flops_by_reg.png
Scale: 8 px per um.
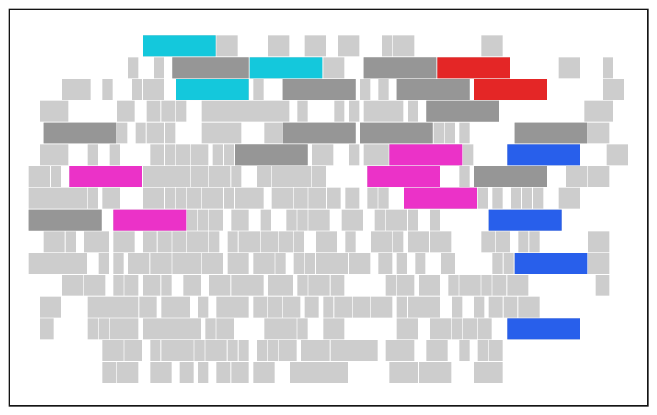
power_grid.png
Scale: 6 px per um. Pins as bars on the die edge. Tap cells in grey.
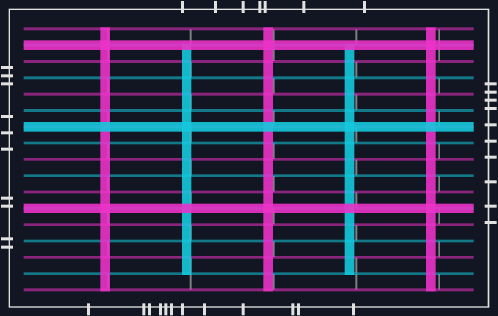
==> src/rtl/control_pkg.sv <==
// control_pkg: shared types and constants for the pipelined RV32I control unit.
// Provides opcode constants, ALU/immediate/result-select encodings, the packed
// control word carried down the pipeline, and the funct3-to-ALU-op helper.
package control_pkg;

    localparam logic [6:0] OP_LOAD   = 7'b0000011;
    localparam logic [6:0] OP_IMM    = 7'b0010011;
    localparam logic [6:0] OP_AUIPC  = 7'b0010111;
    localparam logic [6:0] OP_STORE  = 7'b0100011;
    localparam logic [6:0] OP_REG    = 7'b0110011;
    localparam logic [6:0] OP_LUI    = 7'b0110111;
    localparam logic [6:0] OP_BRANCH = 7'b1100011;
    localparam logic [6:0] OP_JALR   = 7'b1100111;
    localparam logic [6:0] OP_JAL    = 7'b1101111;

    typedef enum logic [3:0] {
        ALU_ADD  = 4'b0000,
        ALU_SUB  = 4'b0001,
        ALU_AND  = 4'b0010,
        ALU_OR   = 4'b0011,
        ALU_XOR  = 4'b0100,
        ALU_SLL  = 4'b0101,
        ALU_SRL  = 4'b0110,
        ALU_SRA  = 4'b0111,
        ALU_SLT  = 4'b1000,
        ALU_SLTU = 4'b1001
    } alu_op_t;

    typedef enum logic [2:0] {
        IMM_I = 3'b000,
        IMM_S = 3'b001,
        IMM_B = 3'b010,
        IMM_J = 3'b011,
        IMM_U = 3'b100
    } immsrc_t;

    typedef enum logic [1:0] {
        RES_ALU = 2'b00,
        RES_MEM = 2'b01,
        RES_PC4 = 2'b10,
        RES_IMM = 2'b11
    } resultsrc_t;

    typedef struct packed {
        logic       regwrite;
        logic       memwrite;
        logic       branch;
        logic       jump;
        logic       jalr;
        logic       alusrc;
        alu_op_t    alucontrol;
        resultsrc_t resultsrc;
        logic       illegal;
    } ctrl_word_t;

    localparam ctrl_word_t CTRL_BUBBLE = '0;

    // alt selects SUB for funct3 000 and SRA for funct3 101; callers gate it.
    function automatic alu_op_t alu_from_funct3(logic [2:0] funct3, logic alt);
        alu_op_t op;
        unique case (funct3)
            3'b000:  op = alt ? ALU_SUB : ALU_ADD;
            3'b001:  op = ALU_SLL;
            3'b010:  op = ALU_SLT;
            3'b011:  op = ALU_SLTU;
            3'b100:  op = ALU_XOR;
            3'b101:  op = alt ? ALU_SRA : ALU_SRL;
            3'b110:  op = ALU_OR;
            default: op = ALU_AND;
        endcase
        return op;
    endfunction

endpackage

==> src/rtl/control_decoder.sv <==
// control_decoder: purely combinational main decoder.
// Ports:
//   i_op, i_funct3, i_funct7b5 : instruction fields in Decode
//   o_ctrl                     : control word (bubble with illegal=1 if undecodable)
//   o_immsrc                   : extend-unit select
module control_decoder
    import control_pkg::*;
#(
    parameter int unsigned SUPPORT_UPPER        = 1,
    parameter int unsigned SUPPORT_ALL_BRANCHES = 1
) (
    input  logic [6:0] i_op,
    input  logic [2:0] i_funct3,
    input  logic       i_funct7b5,
    output ctrl_word_t o_ctrl,
    output logic [2:0] o_immsrc
);

    ctrl_word_t w_ctrl;
    immsrc_t    w_immsrc;
    logic       w_legal;

    always_comb begin
        w_ctrl   = CTRL_BUBBLE;
        w_immsrc = IMM_I;
        w_legal  = 1'b1;
        unique case (i_op)
            OP_LOAD: begin
                // lb, lh, lw, lbu, lhu
                w_legal = (i_funct3 inside {3'b000, 3'b001, 3'b010, 3'b100, 3'b101});
                w_ctrl.regwrite   = 1'b1;
                w_ctrl.alusrc     = 1'b1;
                w_ctrl.alucontrol = ALU_ADD;
                w_ctrl.resultsrc  = RES_MEM;
                w_immsrc          = IMM_I;
            end
            OP_IMM: begin
                w_ctrl.regwrite   = 1'b1;
                w_ctrl.alusrc     = 1'b1;
                w_ctrl.alucontrol = alu_from_funct3(i_funct3,
                                                    i_funct7b5 && (i_funct3 == 3'b101));
                w_immsrc          = IMM_I;
            end
            OP_REG: begin
                w_ctrl.regwrite   = 1'b1;
                w_ctrl.alucontrol = alu_from_funct3(i_funct3, i_funct7b5);
            end
            OP_STORE: begin
                // sb, sh, sw
                w_legal = (i_funct3 inside {3'b000, 3'b001, 3'b010});
                w_ctrl.memwrite   = 1'b1;
                w_ctrl.alusrc     = 1'b1;
                w_ctrl.alucontrol = ALU_ADD;
                w_immsrc          = IMM_S;
            end
            OP_BRANCH: begin
                if (i_funct3 == 3'b000) begin
                    w_legal = 1'b1;
                end else if (SUPPORT_ALL_BRANCHES != 0) begin
                    w_legal = (i_funct3 inside {3'b001, 3'b100, 3'b101, 3'b110, 3'b111});
                end else begin
                    w_legal = 1'b0;
                end
                w_ctrl.branch     = 1'b1;
                w_ctrl.alucontrol = ALU_SUB;
                w_immsrc          = IMM_B;
            end
            OP_JAL: begin
                w_ctrl.regwrite  = 1'b1;
                w_ctrl.jump      = 1'b1;
                w_ctrl.resultsrc = RES_PC4;
                w_immsrc         = IMM_J;
            end
            OP_JALR: begin
                w_legal = (i_funct3 == 3'b000);
                w_ctrl.regwrite   = 1'b1;
                w_ctrl.jump       = 1'b1;
                w_ctrl.jalr       = 1'b1;
                w_ctrl.alusrc     = 1'b1;
                w_ctrl.alucontrol = ALU_ADD;
                w_ctrl.resultsrc  = RES_PC4;
                w_immsrc          = IMM_I;
            end
            OP_LUI: begin
                w_legal = (SUPPORT_UPPER != 0);
                w_ctrl.regwrite  = 1'b1;
                w_ctrl.resultsrc = RES_IMM;
                w_immsrc         = IMM_U;
            end
            OP_AUIPC: begin
                // Datapath steers pc onto ALU A for this opcode.
                w_legal = (SUPPORT_UPPER != 0);
                w_ctrl.regwrite   = 1'b1;
                w_ctrl.alusrc     = 1'b1;
                w_ctrl.alucontrol = ALU_ADD;
                w_immsrc          = IMM_U;
            end
            default: w_legal = 1'b0;
        endcase

        // Anything undecodable leaves as a bubble tagged illegal.
        if (!w_legal) begin
            w_ctrl         = CTRL_BUBBLE;
            w_ctrl.illegal = 1'b1;
            w_immsrc       = IMM_I;
        end
    end

    assign o_ctrl   = w_ctrl;
    assign o_immsrc = w_immsrc;

endmodule

==> src/rtl/control_pipeline.sv <==
// control_pipeline: pipelined control for the five-stage RV32I core.
// Decodes in D, registers the control word into E, M and W, and resolves the
// next-PC select in E from the ALU flags.
// Ports:
//   clk, rst                     : clock, async active-high reset
//   op_d, funct3_d, funct7b5_d   : Decode instruction fields
//   stall_e, flush_e             : hold / bubble the Execute register
//   zero_e, lt_e, ltu_e          : ALU flags for branch resolution
//   immsrc_d                     : combinational extend select
//   alusrc_e .. illegal_e        : Execute-stage controls and pcsrc
//   regwrite_m, memwrite_m, funct3_m : Memory-stage controls
//   regwrite_w, resultsrc_w      : Writeback-stage controls
module control_pipeline
    import control_pkg::*;
#(
    parameter int unsigned SUPPORT_UPPER        = 1,
    parameter int unsigned SUPPORT_ALL_BRANCHES = 1
) (
    input  logic       clk,
    input  logic       rst,
    input  logic [6:0] op_d,
    input  logic [2:0] funct3_d,
    input  logic       funct7b5_d,
    input  logic       stall_e,
    input  logic       flush_e,
    input  logic       zero_e,
    input  logic       lt_e,
    input  logic       ltu_e,
    output logic [2:0] immsrc_d,
    output logic       alusrc_e,
    output logic [3:0] alucontrol_e,
    output logic [1:0] pcsrc_e,
    output logic [1:0] resultsrc_e,
    output logic       illegal_e,
    output logic       regwrite_m,
    output logic       memwrite_m,
    output logic [2:0] funct3_m,
    output logic       regwrite_w,
    output logic [1:0] resultsrc_w
);

    ctrl_word_t w_ctrl_d;
    logic [2:0] w_funct3_d;
    logic       w_taken;

    ctrl_word_t r_ctrl_e;
    logic [2:0] r_funct3_e;
    logic       r_regwrite_m;
    logic       r_memwrite_m;
    resultsrc_t r_resultsrc_m;
    logic [2:0] r_funct3_m;
    logic       r_regwrite_w;
    resultsrc_t r_resultsrc_w;

    control_decoder #(
        .SUPPORT_UPPER       (SUPPORT_UPPER),
        .SUPPORT_ALL_BRANCHES(SUPPORT_ALL_BRANCHES)
    ) u_decoder (
        .i_op      (op_d),
        .i_funct3  (funct3_d),
        .i_funct7b5(funct7b5_d),
        .o_ctrl    (w_ctrl_d),
        .o_immsrc  (immsrc_d)
    );

    // Illegal instructions travel as true bubbles, funct3 included.
    assign w_funct3_d = w_ctrl_d.illegal ? 3'b000 : funct3_d;

    // D -> E: flush has priority over stall.
    always_ff @(posedge clk or posedge rst) begin
        if (rst) begin
            r_ctrl_e   <= CTRL_BUBBLE;
            r_funct3_e <= 3'b000;
        end else if (flush_e) begin
            r_ctrl_e   <= CTRL_BUBBLE;
            r_funct3_e <= 3'b000;
        end else if (!stall_e) begin
            r_ctrl_e   <= w_ctrl_d;
            r_funct3_e <= w_funct3_d;
        end
    end

    // E -> M: a held Execute instruction must not also enter Memory.
    always_ff @(posedge clk or posedge rst) begin
        if (rst) begin
            r_regwrite_m  <= 1'b0;
            r_memwrite_m  <= 1'b0;
            r_resultsrc_m <= RES_ALU;
            r_funct3_m    <= 3'b000;
        end else if (stall_e && !flush_e) begin
            r_regwrite_m  <= 1'b0;
            r_memwrite_m  <= 1'b0;
            r_resultsrc_m <= RES_ALU;
            r_funct3_m    <= 3'b000;
        end else begin
            r_regwrite_m  <= r_ctrl_e.regwrite;
            r_memwrite_m  <= r_ctrl_e.memwrite;
            r_resultsrc_m <= r_ctrl_e.resultsrc;
            r_funct3_m    <= r_funct3_e;
        end
    end

    // M -> W
    always_ff @(posedge clk or posedge rst) begin
        if (rst) begin
            r_regwrite_w  <= 1'b0;
            r_resultsrc_w <= RES_ALU;
        end else begin
            r_regwrite_w  <= r_regwrite_m;
            r_resultsrc_w <= r_resultsrc_m;
        end
    end

    always_comb begin
        w_taken = 1'b0;
        unique case (r_funct3_e)
            3'b000:  w_taken = zero_e;
            3'b001:  w_taken = !zero_e;
            3'b100:  w_taken = lt_e;
            3'b101:  w_taken = !lt_e;
            3'b110:  w_taken = ltu_e;
            3'b111:  w_taken = !ltu_e;
            default: w_taken = 1'b0;
        endcase
    end

    always_comb begin
        pcsrc_e = 2'b00;
        if (r_ctrl_e.jalr) begin
            pcsrc_e = 2'b10;
        end else if (r_ctrl_e.jump || (r_ctrl_e.branch && w_taken)) begin
            pcsrc_e = 2'b01;
        end
    end

    assign alusrc_e     = r_ctrl_e.alusrc;
    assign alucontrol_e = r_ctrl_e.alucontrol;
    assign resultsrc_e  = r_ctrl_e.resultsrc;
    assign illegal_e    = r_ctrl_e.illegal;
    assign regwrite_m   = r_regwrite_m;
    assign memwrite_m   = r_memwrite_m;
    assign funct3_m     = r_funct3_m;
    assign regwrite_w   = r_regwrite_w;
    assign resultsrc_w  = r_resultsrc_w;

endmodule

==> config.mk <==
export PLATFORM = sky130hd
export DESIGN_NAME = control_pipeline
export DESIGN_NICKNAME = d
export VERILOG_FILES = /design/src/rtl/control_pkg.sv /design/src/rtl/control_decoder.sv /design/src/rtl/control_pipeline.sv
export SDC_FILE = /design/constraint.sdc
export NUM_CORES = 1
export LEC_CHECK = 0
export ABC_AREA = 1
export CAP_MARGIN = 10
export CORE_ASPECT_RATIO = 0.6
export CORE_MARGIN = 2
export CORE_UTILIZATION = 42
export DETAILED_ROUTE_END_ITERATION = 6
export PLACE_DENSITY = 0.73
export SETUP_SLACK_MARGIN = 0.2
export SLEW_MARGIN = 20
export SYNTH_ARGS = -nofsm -noshare
export SYNTH_HDL_FRONTEND = slang
export SYNTH_SLANG_ARGS = --single-unit
==> constraint.sdc <==
create_clock -name clk -period 1.6 [get_ports clk]
set_input_delay 0.16 -clock clk [delete_from_list [all_inputs] [get_ports clk]]
set_output_delay 0.16 -clock clk [all_outputs]
set_load 0.05 [all_outputs]
==> qor.txt <==
Area Overhead vs Synth - 54.0%
# Cells Yosys - 198
kind of critical path - register to primary output
VDD IR max - 443 uV
XOR/XNOR Area Share - 0%
post-DP HPWL - 2.74 mm
Flop pwr share - 46.7%
register area share after synthesis - 45.1%
Post-Route WL - 3.86 mm
Crit path arrival time - 1.41 ns
Tool Warnings - 28
Internal Power - 1.09 mW
Syn Std Cell Area - 0.00144 mm2
ant diodes - 0
top cells, area - dfrtp_1, nand2_1, nor2_1
vias - 1433
CTS hold repair buffers - 0
grt total ovfl - 0
max-slew violations - 0
uppermost routed layer - met4
Gate Count Post-Synth - 198
drt first pass iters - 4
Top Layout Cells - buf_4, nand2_1, dfrtp_1
count of buffers from port buffering - 38
Final Hold Vio Count - 0
Static Leak - 1.21 nW
ys flops - 26
grt met1 use - 31.1%
status - finished, final reports clean
global-route wire length before repair - 6.00 mm
via count of the first global-routing pass - 1271
Worst slew margin - 78.2%
clk buf depth - 2
Sw Pwr - 0.333 mW
Crit Path Max Fanout - 4
worst r2r path cells - 2
Final nets - 283
GR peak layer - met1
mux share - 0%
most frequent logic cell in the layout - buf_4
Comb pwr share - 15.7%
Commonest cells post-synth - nand2_1, nor2_1, dfrtp_1
clk_skew - 0.00240 ns
Final setup viols - 0
Yosys Chip Area - 0.00144 mm2
Setup TNS - 0 ns
-- flops_by_reg.png (at the start) --
name in the netlist	colour	placed flops
r_ctrl_e	magenta	5
funct3_m	cyan	3
alucontrol_e	blue	4
resultsrc_w	red	2
not coloured	12
Reg area: 652 um2
Flop+latch power: 0.663 mW

-- power_grid.png (at the start) --
net	colour
VSS	magenta
VDD	cyan
met5 straps	3
tap cells	45

## worst max path at each step
| stage | endpoint | slack, ns | cells past startpoint |
|---|---|---|---|
| 2_1_floorplan | immsrc_d[2] | 0.24 | 4 |
| 5_1_grt | pcsrc_e[0] | -0.08 | 9 |
| 4_1_cts | pcsrc_e[0] | -0.02 | 8 |
| 3_3_place_gp | immsrc_d[1] | -0.24 | 10 |
| 3_5_place_dp | immsrc_d[1] | -0.25 | 10 |
| 6_report | pcsrc_e[0] | 0.03 | 8 |
## worst max-delay path, stage by stage (launching register included)
cell and delay, ns:
dfrtp_1 0.41, inv_2 0.09, nand2_2 0.05, o211ai_1 0.07, nand3_1 0.09, nand2_1 0.08, nand2_2 0.06, a21oi_4 0.15
buf_12 0.15
## timing repair
action | in CTS | in global routing
pin swaps | 13 | 19
endpoints found under the setup margin | 17 | 3
gates resized | 60 | 27
setup buffers | 3 | 4
## area by class of cell
class / count / area (um2)
fill: 273 / 1040
multi-input combinational: 132 / 727
sequential: 26 / 652
timing repair buffer: 74 / 603
inverter: 28 / 110
tap: 45 / 56.3
clock buffer: 3 / 41.3
clock inverter: 1 / 30.0
## power by group through the flow
stage	clock network [mW]	logic [mW]	registers, mW
6_report	0.533	0.223	0.663
5_1_grt	0.571	0.243	0.664
4_1_cts	0.541	0.207	0.663
3_5_place_dp	0	0.196	0.676
3_3_place_gp	0	0.194	0.676
2_1_floorplan	0	0.0792	0.686
## state kept, by name (all words and copies together) (netlist names)
register / count
r_ctrl_e: 5
regwrite_w: 1
resultsrc_w: 2
r_funct3_e: 3
funct3_m: 3
illegal_e: 1
memwrite_m: 1
alucontrol_e: 4
alusrc_e: 1
resultsrc_e: 2
r_resultsrc_m: 2
regwrite_m: 1
Power figures rest on the tool's default switching activity, not on a simulated workload.
